**config.mk**
```make
export PLATFORM = sky130hd
export DESIGN_NAME = imem_loader
export DESIGN_NICKNAME = d
export VERILOG_FILES = /design/src/rtl/loader_pkg.sv /design/src/rtl/imem_loader_packer.sv /design/src/rtl/imem_loader.sv
export SDC_FILE = /design/constraint.sdc
export NUM_CORES = 1
export LEC_CHECK = 0
export ABC_AREA = 0
export CAP_MARGIN = 20
export CORE_ASPECT_RATIO = 1.25
export CORE_MARGIN = 2
export CORE_UTILIZATION = 50
export CTS_CLUSTER_SIZE = 12
export DETAILED_ROUTE_END_ITERATION = 10
export DONT_BUFFER_PORTS = 1
export PLACE_DENSITY_LB_ADDON = 0.3
export SLEW_MARGIN = 20
export SYNTH_ARGS = -nofsm -noshare
export SYNTH_HDL_FRONTEND = slang
export SYNTH_SLANG_ARGS = --single-unit
```
**constraint.sdc**
```tcl
create_clock -name clk -period 2.59 [get_ports clk]
set_clock_uncertainty 0.05 [all_clocks]
set_input_delay 0.3885 -clock clk [delete_from_list [all_inputs] [get_ports clk]]
set_output_delay 0.3885 -clock clk [all_outputs]
set_load 0.01 [all_outputs]
```
**src/rtl/loader_pkg.sv**
```systemverilog
// Shared definitions for the boot-time instruction loader: FSM states and
// stream field geometry.
package loader_pkg;
  typedef enum logic [2:0] {
    S_IDLE, S_LEN, S_DATA, S_CSUM, S_DONE, S_ERR
  } state_t;

  localparam int LEN_BYTES = 4;
  localparam int BYTE_W    = 8;
  localparam int WORD_W    = LEN_BYTES * BYTE_W;
endpackage

```
**src/rtl/imem_loader_packer.sv**
```systemverilog
// Little-endian byte-to-word assembler. o_word_valid pulses combinationally
// on the transfer of the 4th byte; o_word carries that byte in the top lane.
module byte_to_word_packer
  import loader_pkg::*;
(
  input  logic              clk,
  input  logic              rst,
  input  logic              i_clr,
  input  logic              i_valid,
  input  logic              i_ready,
  input  logic [BYTE_W-1:0] i_data,
  output logic              o_word_valid,
  output logic [WORD_W-1:0] o_word
);
  logic [1:0]               r_cnt;
  logic [WORD_W-BYTE_W-1:0] r_buf;
  logic                     w_xfer;

  // A byte arriving alongside a clear belongs to the aborted load.
  assign w_xfer = i_valid & i_ready & ~i_clr;

  always_ff @(posedge clk) begin
    if (rst || i_clr) begin
      r_cnt <= '0;
      r_buf <= '0;
    end else if (w_xfer) begin
      r_cnt <= r_cnt + 2'd1;
      r_buf <= {i_data, r_buf[WORD_W-BYTE_W-1:BYTE_W]};
    end
  end

  assign o_word_valid = w_xfer && (r_cnt == 2'd3);
  assign o_word       = {i_data, r_buf};
endmodule

```
**src/rtl/imem_loader.sv**
```systemverilog
// Boot loader: parses LEN / N words / XOR checksum from a byte stream, writes
// the words to instruction memory and releases the CPU once verified.
module imem_loader
  import loader_pkg::*;
#(
  parameter int ADDR_WIDTH = 8,
  parameter int BASE_ADDR  = 0
) (
  input  logic                  clk,
  input  logic                  rst,
  input  logic                  start,
  input  logic                  in_valid,
  input  logic [BYTE_W-1:0]     in_data,
  output logic                  in_ready,
  output logic                  imem_we,
  output logic [ADDR_WIDTH-1:0] imem_addr,
  output logic [WORD_W-1:0]     imem_wdata,
  output logic                  cpu_hold,
  output logic                  done,
  output logic                  error,
  output logic [ADDR_WIDTH:0]   words_loaded
);
  localparam logic [WORD_W:0]     MAX_N = ((WORD_W+1)'(1) << ADDR_WIDTH) - (WORD_W+1)'(BASE_ADDR);
  localparam logic [ADDR_WIDTH-1:0] BASE = ADDR_WIDTH'(BASE_ADDR);
  localparam logic [ADDR_WIDTH:0]   ONE  = (ADDR_WIDTH+1)'(1);

  state_t                r_state, w_next;
  logic                  w_word_valid;
  logic [WORD_W-1:0]     w_word;
  logic                  r_we;
  logic [ADDR_WIDTH-1:0] r_addr;
  logic [WORD_W-1:0]     r_wdata;
  logic [WORD_W-1:0]     r_xor;
  logic [ADDR_WIDTH:0]   r_idx;
  logic [ADDR_WIDTH:0]   r_len;

  byte_to_word_packer u_packer (
    .clk          (clk),
    .rst          (rst),
    .i_clr        (start),
    .i_valid      (in_valid),
    .i_ready      (in_ready),
    .i_data       (in_data),
    .o_word_valid (w_word_valid),
    .o_word       (w_word)
  );

  always_ff @(posedge clk) begin
    if (rst) r_state <= S_IDLE;
    else     r_state <= w_next;
  end

  always_comb begin
    w_next = r_state;
    if (start) begin
      w_next = S_LEN;
    end else begin
      case (r_state)
        S_LEN:
          if (w_word_valid) begin
            if ({1'b0, w_word} > MAX_N) w_next = S_ERR;
            else if (w_word == '0)      w_next = S_CSUM;
            else                        w_next = S_DATA;
          end
        S_DATA:
          if (w_word_valid && (r_idx + ONE == r_len)) w_next = S_CSUM;
        S_CSUM:
          if (w_word_valid) w_next = (w_word == r_xor) ? S_DONE : S_ERR;
        default: ;
      endcase
    end
  end

  // done/error/cpu_hold follow the registered state, so they change the
  // cycle after the deciding byte.
  always_comb begin
    in_ready = (r_state == S_LEN) || (r_state == S_DATA) || (r_state == S_CSUM);
    done     = (r_state == S_DONE);
    error    = (r_state == S_ERR);
    cpu_hold = (r_state != S_DONE);
  end

  // The length check bounds r_idx, so BASE + r_idx never wraps.
  always_ff @(posedge clk) begin
    if (rst) begin
      r_we    <= 1'b0;
      r_addr  <= BASE;
      r_wdata <= '0;
      r_xor   <= '0;
      r_idx   <= '0;
      r_len   <= '0;
    end else begin
      r_we <= 1'b0;
      if (start) begin
        r_xor <= '0;
        r_idx <= '0;
      end else if (w_word_valid) begin
        if (r_state == S_LEN) r_len <= w_word[ADDR_WIDTH:0];
        if (r_state == S_DATA) begin
          r_we    <= 1'b1;
          r_addr  <= BASE + r_idx[ADDR_WIDTH-1:0];
          r_wdata <= w_word;
          r_xor   <= r_xor ^ w_word;
          r_idx   <= r_idx + ONE;
        end
      end
    end
  end

  assign imem_we      = r_we;
  assign imem_addr    = r_addr;
  assign imem_wdata   = r_wdata;
  assign words_loaded = r_idx;
endmodule
```
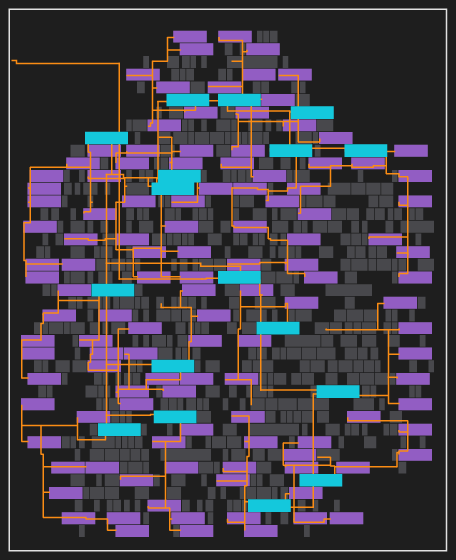
*Clock wires, drivers and flops*
[cyan] clock drivers | count: 17
[purple] flip-flops | count: 120
[orange] clock wires | length: 1430 um
routed clock nets: 18

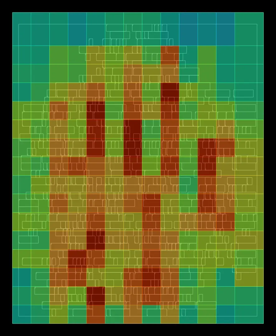
*Routing congestion*
DR WL/cell: 16.6 um
met2 Use GR: 0.415
GR Util All Layers: 0.235
GRT Max-Usage Layer: met2
Global Route met1 Usage: 0.259

==> run summary <==
impl run done, here's what came out: initial drt markers 160, cell count listed in synth_stat.txt 587, layout cells sized above 1 0.0905, Die H 116 um, slew margin rel. 0.346, vias in the first global route between 3000 and 4000, critical path buffer and inverter count 0, top-area cell type share of the netlist area 0.480, top cells by area dfxtp_1, nand2_1, xor2_1, a21oi_1, xnor2_1, die area around 11000 um^2, FFs w/ async S/R, synth 0, stages on the worst setup path 6, Longest Clk Path Bufs 2, CP Class reg2reg, Leakage 2.01 nW, mapped cell area 5010 um^2, setup violators final 0, IO Pins 66, Syn Inst Count 587, number of H-tree levels 4, hold depth 2, status finished clean, Routed Wire Length roughly 12000 um, GR Overflow Total 0, I/O Buffers 0, R2R cell count 6, warning total across the stage logs 26, dpl hpwl 8050 um, Crit Path Max Fanout 12, post-route antenna net violation count 0, pin count of the biggest net entering global routing 50, die width 93.5 um, Seq cells post-synth around 120, Finished Cell Area 5760 um^2, initial antenna violation count 0, Main synth FF type dfxtp_1, CTS Root Cell clkbuf_16, Slowest-stage cell, CP dfxtp_1, CTS buffer count 17, crit share post-route 0.841, CP cell instances nand4_1, o21ai_0, a31oi_1, a2111oi_4, o211ai_1, a22oi_2, Yosys cell types 42, RSZ-0062 raised after global routing false, data arrival time of the critical path 2460 ps, vias post-DR 3979, crit-path leading delay family AND-OR/OR-AND gates, GP Congestion 0.868, worst-margin pin slew between 900 and 1000 ps, switching part of the total 0.207, # diodes 0, clk ins delay skew pair 410 ps, Clock Power Share 0.553, CTS tree done, Max Clock Freq 459 MHz, number of enable flip-flop cells 0, Top cell excl fill/tap nand2_1, FP Rows 40, Slew Limit Fails 0, post-cts sizing count 0, Nets at Floorplan 601, Worst setup EP type register, internal power 3.51 mW, Top Layout Cells nand2_1, dfxtp_1, a21oi_1, clk slew on worst S/H paths approximately 60 ps, Flop pwr share 0.422, Nets 598, TritonCTS Sinks 120, Final Hold Fails 0, max-cap violations 0, DRT Pass-1 Iters 4, FP Util 0.518
[synth_stat cells (all sizes together), types with 2 or more instances]
master,count
nand2,139
dfxtp,120
a21oi,72
nor2,53
xor2,51
xnor2,30
clkbuf,21
buf,15
nor4,12
nand4,10
mux2i,9
inv,5
nor3,5
and2,4
nand3,4
o211ai,4
o21ai,4
or3,3
a211o,2
a31oi,2
ha,2
nand3b,2
nor3b,2
or2,2
or4,2
[cell families after synthesis]
logic type      Yosys count  synth area share
mux                      10            0.0202
fa+ha+maj                 2           0.00500
xor+xnor                 81             0.142
flops                   120             0.480
buf+inv                  41            0.0345
compound gates           90             0.105
simple gates            243             0.214
[per-stage QoR]
step	setup slack (ps)	total power [mW]	hold WS (ps)	cells	util
final	412	4.42	65.1	723	0.596
after global routing	218	4.54	71.7	723	0.596
after CTS	449	4.45	49.1	723	0.596
after detailed placement	491	2.00	411	689	0.528
after global placement	525	2.00	396	689	0.528
after floorplan	525	1.98	390	587	-
[state kept, by name (all words and copies together), names as in the netlist]
name / count
u_packer.r_buf: 24
words_loaded: 9
imem_addr: 8
r_state: 3
u_packer.r_cnt: 2
imem_we: 1
r_xor: 32
imem_wdata: 32
r_len: 9
[power groups by stage]
stage / combinational (mW) / clock [mW] / sequential, mW
3_3_place_gp: 0.0903 / 0 / 1.90
2_1_floorplan: 0.0857 / 0 / 1.90
3_5_place_dp: 0.0913 / 0 / 1.91
6_report: 0.109 / 2.45 / 1.87
4_1_cts: 0.110 / 2.48 / 1.87
5_1_grt: 0.118 / 2.56 / 1.87
[cell type report]
type	count	area, um^2
well taps	126	158
multi-input cells	426	2430
repair buffers	14	120
clock inverters	10	141
inverters	5	18.8
flip-flops and latches	120	2400
fillers	842	3900
clock buffers	22	484
[worst register-to-register path, stage by stage (launching register included)]
cell and delay [ps]:
dfxtp_1 620, nand4_1 350, o21ai_0 260, a31oi_1 150, a2111oi_4 350, o211ai_1 170
a22oi_2 160
[routing by layer]
layer,vias up,part of all wire
met4,0,0.033
li1,1943,-
met1,1884,0.39
met3,31,0.049
met2,121,0.53
met5,-,0
[path summary, 6_finish.rpt]
path	from	to
worst max-delay path	words_loaded[3]	r_state[0]
worst min-delay path	in_data[2]	u_packer.r_buf[18]
worst max register to register	words_loaded[3]	r_state[0]
worst min register to register	u_packer.r_cnt[1]	u_packer.r_cnt[1]
[repair_timing]
action / CTS / global route
endpoints found under the hold margin: 48 / 0
setup endpoints to repair: 0 / 0
hold buffers: 2 / 0
Power figures rest on the tool's default switching activity, not on a simulated workload.
